## src/rtl/wb_arbiter.sv

```systemverilog
// wb_arbiter
//   Writeback arbiter feeding the ROB result write port. ALU and LSB results
//   are queued in per-source FIFOs and granted round-robin, so at most one
//   (rob_idx, value) pair leaves per cycle. Pending results are flushed on
//   branch roll-back.
// Ports
//   clk, rst_in          clock, synchronous active-high reset
//   rdy_in               global ready; all state frozen while low
//   roll_back            mispredict flush (clears both queues, kills output)
//   alu_in_en/_rob_idx_in/_val_in, alu_full   ALU result in, ALU queue full
//   lsb_in_en/_rob_idx_in/_val_in, lsb_full   LSB result in, LSB queue full
//   cdb_out_en/_rob_idx_out/_val_out/_src_out registered writeback (src 0=ALU 1=LSB)
module wb_arbiter #(
  parameter int ROB_IDX_BITS = 4,
  parameter int DATA_BITS    = 32,
  parameter int DEPTH        = 4
) (
  input  logic                    clk,
  input  logic                    rst_in,
  input  logic                    rdy_in,
  input  logic                    roll_back,
  input  logic                    alu_in_en,
  input  logic [ROB_IDX_BITS-1:0] alu_rob_idx_in,
  input  logic [DATA_BITS-1:0]    alu_val_in,
  output logic                    alu_full,
  input  logic                    lsb_in_en,
  input  logic [ROB_IDX_BITS-1:0] lsb_rob_idx_in,
  input  logic [DATA_BITS-1:0]    lsb_val_in,
  output logic                    lsb_full,
  output logic                    cdb_out_en,
  output logic [ROB_IDX_BITS-1:0] cdb_rob_idx_out,
  output logic [DATA_BITS-1:0]    cdb_val_out,
  output logic                    cdb_src_out
);
  localparam int PW = $clog2(DEPTH);
  localparam int CW = PW + 1;

  typedef struct packed {
    logic [ROB_IDX_BITS-1:0] idx;
    logic [DATA_BITS-1:0]    val;
  } res_t;

  // Index 0 = ALU, 1 = LSB throughout.
  res_t [1:0] req;
  logic [1:0] req_en;
  logic [1:0] full, nempty, cand, grant, push, pop;
  res_t [1:0] cand_data;
  logic       rr_q;
  logic       win, any_cand;
  logic       adv;   // state may advance this cycle (ready, no flush)

  assign req[0]    = {alu_rob_idx_in, alu_val_in};
  assign req[1]    = {lsb_rob_idx_in, lsb_val_in};
  assign req_en    = {lsb_in_en, alu_in_en};
  assign adv       = rdy_in & ~roll_back;
  assign any_cand  = |cand;
  // Contention goes to the source that did not win last; otherwise the lone
  // candidate wins (cand[1] selects LSB when it is the only one).
  assign win       = (&cand) ? ~rr_q : cand[1];
  assign alu_full  = full[0];
  assign lsb_full  = full[1];

  for (genvar s = 0; s < 2; s++) begin : g_src
    localparam bit SID = (s == 1);
    res_t             mem_q [DEPTH];
    logic [PW-1:0]    head_q, tail_q;
    logic [CW-1:0]    cnt_q;

    assign full[s]      = (cnt_q == CW'(DEPTH));
    assign nempty[s]    = (cnt_q != '0);
    // Queued data always goes ahead of a new request from the same source.
    assign cand[s]      = nempty[s] | req_en[s];
    assign cand_data[s] = nempty[s] ? mem_q[head_q] : req[s];
    assign grant[s]     = any_cand & (win == SID);
    assign pop[s]       = grant[s] & nempty[s];
    // A request granted straight through the bypass never touches the FIFO.
    assign push[s]      = req_en[s] & ~full[s] & ~(grant[s] & ~nempty[s]);

    always_ff @(posedge clk) begin
      if (!rst_in && adv && push[s]) mem_q[tail_q] <= req[s];
    end

    always_ff @(posedge clk) begin
      if (rst_in) begin
        head_q <= '0;
        tail_q <= '0;
        cnt_q  <= '0;
      end else if (rdy_in) begin
        if (roll_back) begin
          head_q <= '0;
          tail_q <= '0;
          cnt_q  <= '0;
        end else begin
          if (push[s]) tail_q <= tail_q + PW'(1);
          if (pop[s])  head_q <= head_q + PW'(1);
          cnt_q <= cnt_q + CW'(push[s]) - CW'(pop[s]);
        end
      end
    end
  end

  always_ff @(posedge clk) begin
    if (rst_in) begin
      rr_q            <= 1'b0;
      cdb_out_en      <= 1'b0;
      cdb_rob_idx_out <= '0;
      cdb_val_out     <= '0;
      cdb_src_out     <= 1'b0;
    end else if (rdy_in) begin
      if (roll_back) begin
        cdb_out_en <= 1'b0;   // rr pointer deliberately kept
      end else begin
        cdb_out_en <= any_cand;
        if (any_cand) begin
          rr_q            <= win;
          cdb_rob_idx_out <= cand_data[win].idx;
          cdb_val_out     <= cand_data[win].val;
          cdb_src_out     <= win;
        end
      end
    end
  end
endmodule
```

## config.mk

```make
export PLATFORM = sky130hd
export DESIGN_NAME = wb_arbiter
export DESIGN_NICKNAME = d
export VERILOG_FILES = /design/src/rtl/wb_arbiter.sv
export SDC_FILE = /design/constraint.sdc
export NUM_CORES = 1
export LEC_CHECK = 0
export CAP_MARGIN = 5
export CORE_ASPECT_RATIO = 1.75
export CORE_MARGIN = 4
export CORE_UTILIZATION = 57
export DETAILED_ROUTE_END_ITERATION = 10
export PLACE_DENSITY = 0.81
export SLEW_MARGIN = 30
export SYNTH_ARGS = -nofsm -noshare
export SYNTH_HDL_FRONTEND = slang
export SYNTH_SLANG_ARGS = --single-unit
```

## constraint.sdc

```tcl
create_clock -name clk -period 3.3 [get_ports clk]
set_input_delay 0.66 -clock clk [delete_from_list [all_inputs] [get_ports clk]]
set_output_delay 0.66 -clock clk [all_outputs]
set_load 0.02 [all_outputs]
```

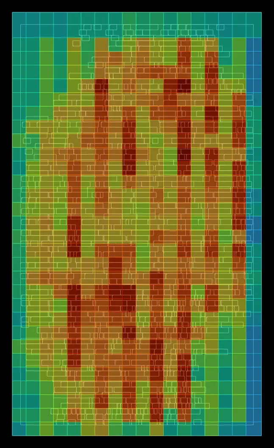
congestion_map.png
met3 usage: 0.0308
gr busiest metal: met2
GRT met2 Usage: 0.459
Core Util, Final: 0.690
gr usage total: 0.253

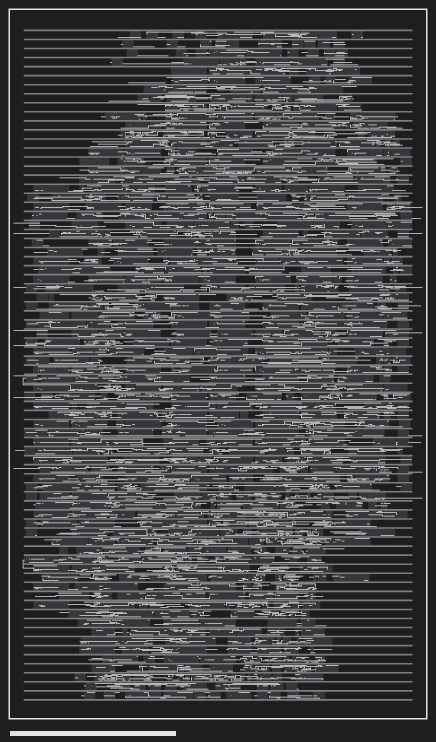
m1.png
Scale bar: 50 um. Supply wires on this layer in grey.
wire length on this layer: 11,600 um
share of all routed wire: 35%
longest straight run: 55.2 um
main direction: horizontal
via count: 7,926
Post-Route WL: 33.4 mm
met1 usage: 0.304

==> impl_metrics.csv <==
group,metric,value,unit
status,outcome,"completed",
timing,skew,0.0150,ns
power_and_ir_drop,p_per_area,549,nW/um^2
finish,nNonClkInverters,13,
logic_synthesis,top_area_frac,0.633,
timing,period_needed,2.76,ns
timing,setup_viol,0,
setup_path,critPathArrivalTime,2.10,ns
logic_synthesis,synth.yosys.warnings,0,
floorplanning,row_count,74,
floorplanning,coreArea,23500,sq um
floorplanning,die_w,125,um
logic_synthesis,synthCells,768,
floorplanning,n_tap_cell,304,
floorplanning,die-area,26600,sq um
logic_synthesis,synthesis.area,13700,sq um
timing,rsz0062_at_grt,"no",
timing,worst_pin_slew,0.790,ns
worst_hold_path,hp-start,"cdb_out_en",
logic_synthesis,fp_nets,860,
setup_path,critPathCaptureType,"output pin",
place,dp_cells,1172,
finish,bufAreaShareNonClock,0.0932,
global_route,grt_pass1_vias,8362,
finish,sh_seq_area,0.602,
power_and_ir_drop,switching_share,0.218,
setup_path,crit_path_cell_trace,"nor3b_1 -> clkdlybuf4s50_1",
routing,drt-pass1-iter-count,5,
finish,regArea,9770,sq um
setup_path,critPathKind,"flop to output pin",
finish,drive_gt1_frac,0.219,
finish,clkCellAreaFrac,0.0591,
clocking,ctsHoldBuffers,0,
setup_path,crit_cells,2,
clocking,numCtsBuffers,29,
worst_hold_path,hold_depth,2,
place,finalWeightedCongestion,0.826,
global_route,antenna_found_initial,0,
routing,drtIter0Drc,846,
setup_path,worst_ep_required_time,2.64,ns
timing,drv_slew,0,
finish,comb_cells,357,
finish,instances_no_fill,1225,
global_route,grt_pass1_wl,51.0,mm
logic_synthesis,synthTopCellsByArea,"edfxtp_1, mux4_2, dfxtp_1, o21ai_0, a221oi_1",
routing,route.detailed.drc,0,
floorplanning,fp-utilization,0.581,
setup_path,path_max_fanout,8,
power_and_ir_drop,intPower,0.00696,W
global_route,grt_max_degree,44,
setup_path,worst-path-buf-inv,1,
setup_path,reg2reg_from,"g_src[0].cnt_q[1]",
timing,fmax,0.362,GHz
finish,antenna_cells,0,
clocking,post-cts-setup-buffers,0,
run,cap_violations,0,
power_and_ir_drop,leakagePower,5.15,nW
logic_synthesis,top_cell,"edfxtp_1",
finish,nFillCells,1494,
logic_synthesis,largest_area_cell,"edfxtp_1",
finish,largest_class,"registers",
power_and_ir_drop,p_sw,0.00194,W
logic_synthesis,synth_top_flop_cell,"edfxtp_1",
timing,hold_viol_final,0,
clocking,root_buffer,"clkbuf_16",
routing,antenna_left,0,
clocking,clock_latency,0.57,ns
timing,fin_setup_tns,0,ns
setup_path,crit_end,"alu_full",
global_route,overflow,0,
logic_synthesis,yosysSeqAreaShare,0.715,
finish,lay_top_count,"edfxtp_1",
setup_path,path_delay_family,"buffers and inverters",
timing,maxSlewHeadroom,0.474,
floorplanning,die_y,213,um
clocking,ctsResizeCount,0,
finish,sh_comb_area,0.219,
worst_hold_path,holdPathEnd,"cdb_out_en",
clocking,clk_path_buf_depth,3,
place,port_buffers,117,
logic_synthesis,synthTopCellsByCount,"edfxtp_1, mux4_2, o21ai_0, dfxtp_1, nand2_1",
power_and_ir_drop,p_seq_frac,0.538,
logic_synthesis,yosys_cells,768,
finish,flops,344,
floorplanning,io_pins,118,
routing,viasPerCell,6.47,
setup_path,cp-startpoint,"g_src[0].cnt_q[2]",
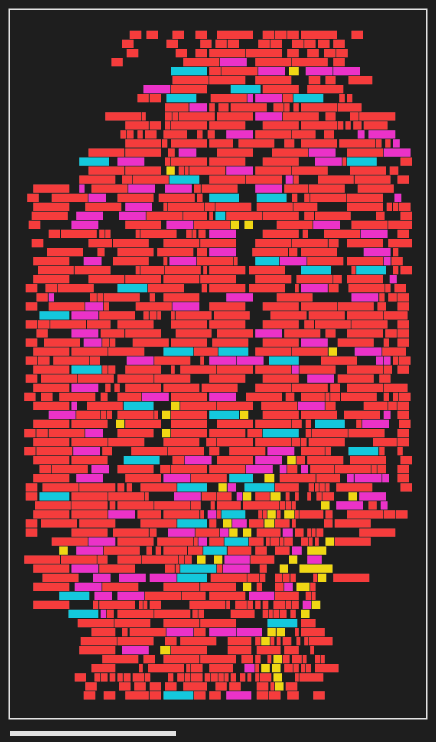
sizing.png
Scale bar: 50 um.
[yellow] x3 and x4 | cells: 45
[magenta] x2 | cells: 118
[cyan] x6 and larger | cells: 39
[red] x1 and smaller | cells: 719
Plain + repair buffers: 154
Layout area overhead: 18.7%
post-route cell area: 16,200 sq um
final worst slack: 0.536 ns

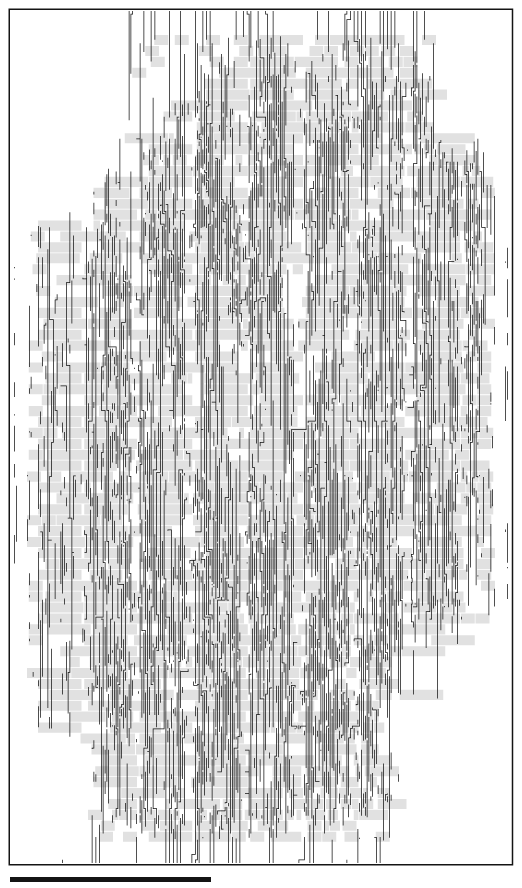
m2.png
Scale bar: 50 um.
share of all routed wire: 55%
wire length on this layer: 18,300 um
main direction: vertical

==> cell families (layout without fill, tap and decap cells) <==
| kind of cell | count (synthesis) | in the layout | synth area share |
|---|---|---|---|
| AOI/OAI and AO/OA | 177 | 177 | 0.0902 |
| xor gates and xnor gates | 2 | 2 | 0.00128 |
| buffers and inverters | 67 | 220 | 0.0266 |
| DFF | 344 | 344 | 0.715 |
| adders and majority gates | 14 | 14 | 0.0139 |
| and+or+nand+nor | 92 | 92 | 0.0346 |
| muxes | 72 | 72 | 0.119 |
==> layer usage <==
| metal | wire length, um | share of wire | track usage |
|---|---|---|---|
| met1 | 11600 | 0.35 | 0.304 |
| met2 | 18300 | 0.55 | 0.459 |
| met3 | 2020 | 0.060 | 0.0308 |
| met4 | 1490 | 0.045 | 0.116 |
| met5 | 0 | 0 | 0 |
==> sequential cells by signal (all words and copies together) (netlist names), named ones only <==
signal,count
g_src.tail_q,4
g_src.head_q,4
cdb_val_out,32
g_src.cnt_q,6
cdb_rob_idx_out,4
rr_q,1
g_src.mem_q,288
cdb_out_en,1
==> metrics by stage <==
stage               worst slack (ns)  total power, W  area (sq um)  hold slack, ns
global placement               0.215         0.00550         15300           0.471
CTS                            0.531         0.00893         16200           0.480
finish                         0.536         0.00890         16200           0.483
global route                   0.471         0.00917         16200           0.523
detailed placement             0.161         0.00552         15300           0.470
floorplan                      0.454         0.00518         13700           0.468
==> power groups by stage <==
| stage | clock [W] | combinational (W) | sequential [W] |
|---|---|---|---|
| floorplan | 0 | 0.000270 | 0.00491 |
| detailed placement | 0 | 0.000641 | 0.00488 |
| finish | 0.00347 | 0.000647 | 0.00479 |
| CTS | 0.00350 | 0.000646 | 0.00479 |
| global route | 0.00369 | 0.000690 | 0.00479 |
| global placement | 0 | 0.000625 | 0.00488 |
Power figures rest on the tool's default switching activity, not on a simulated workload.
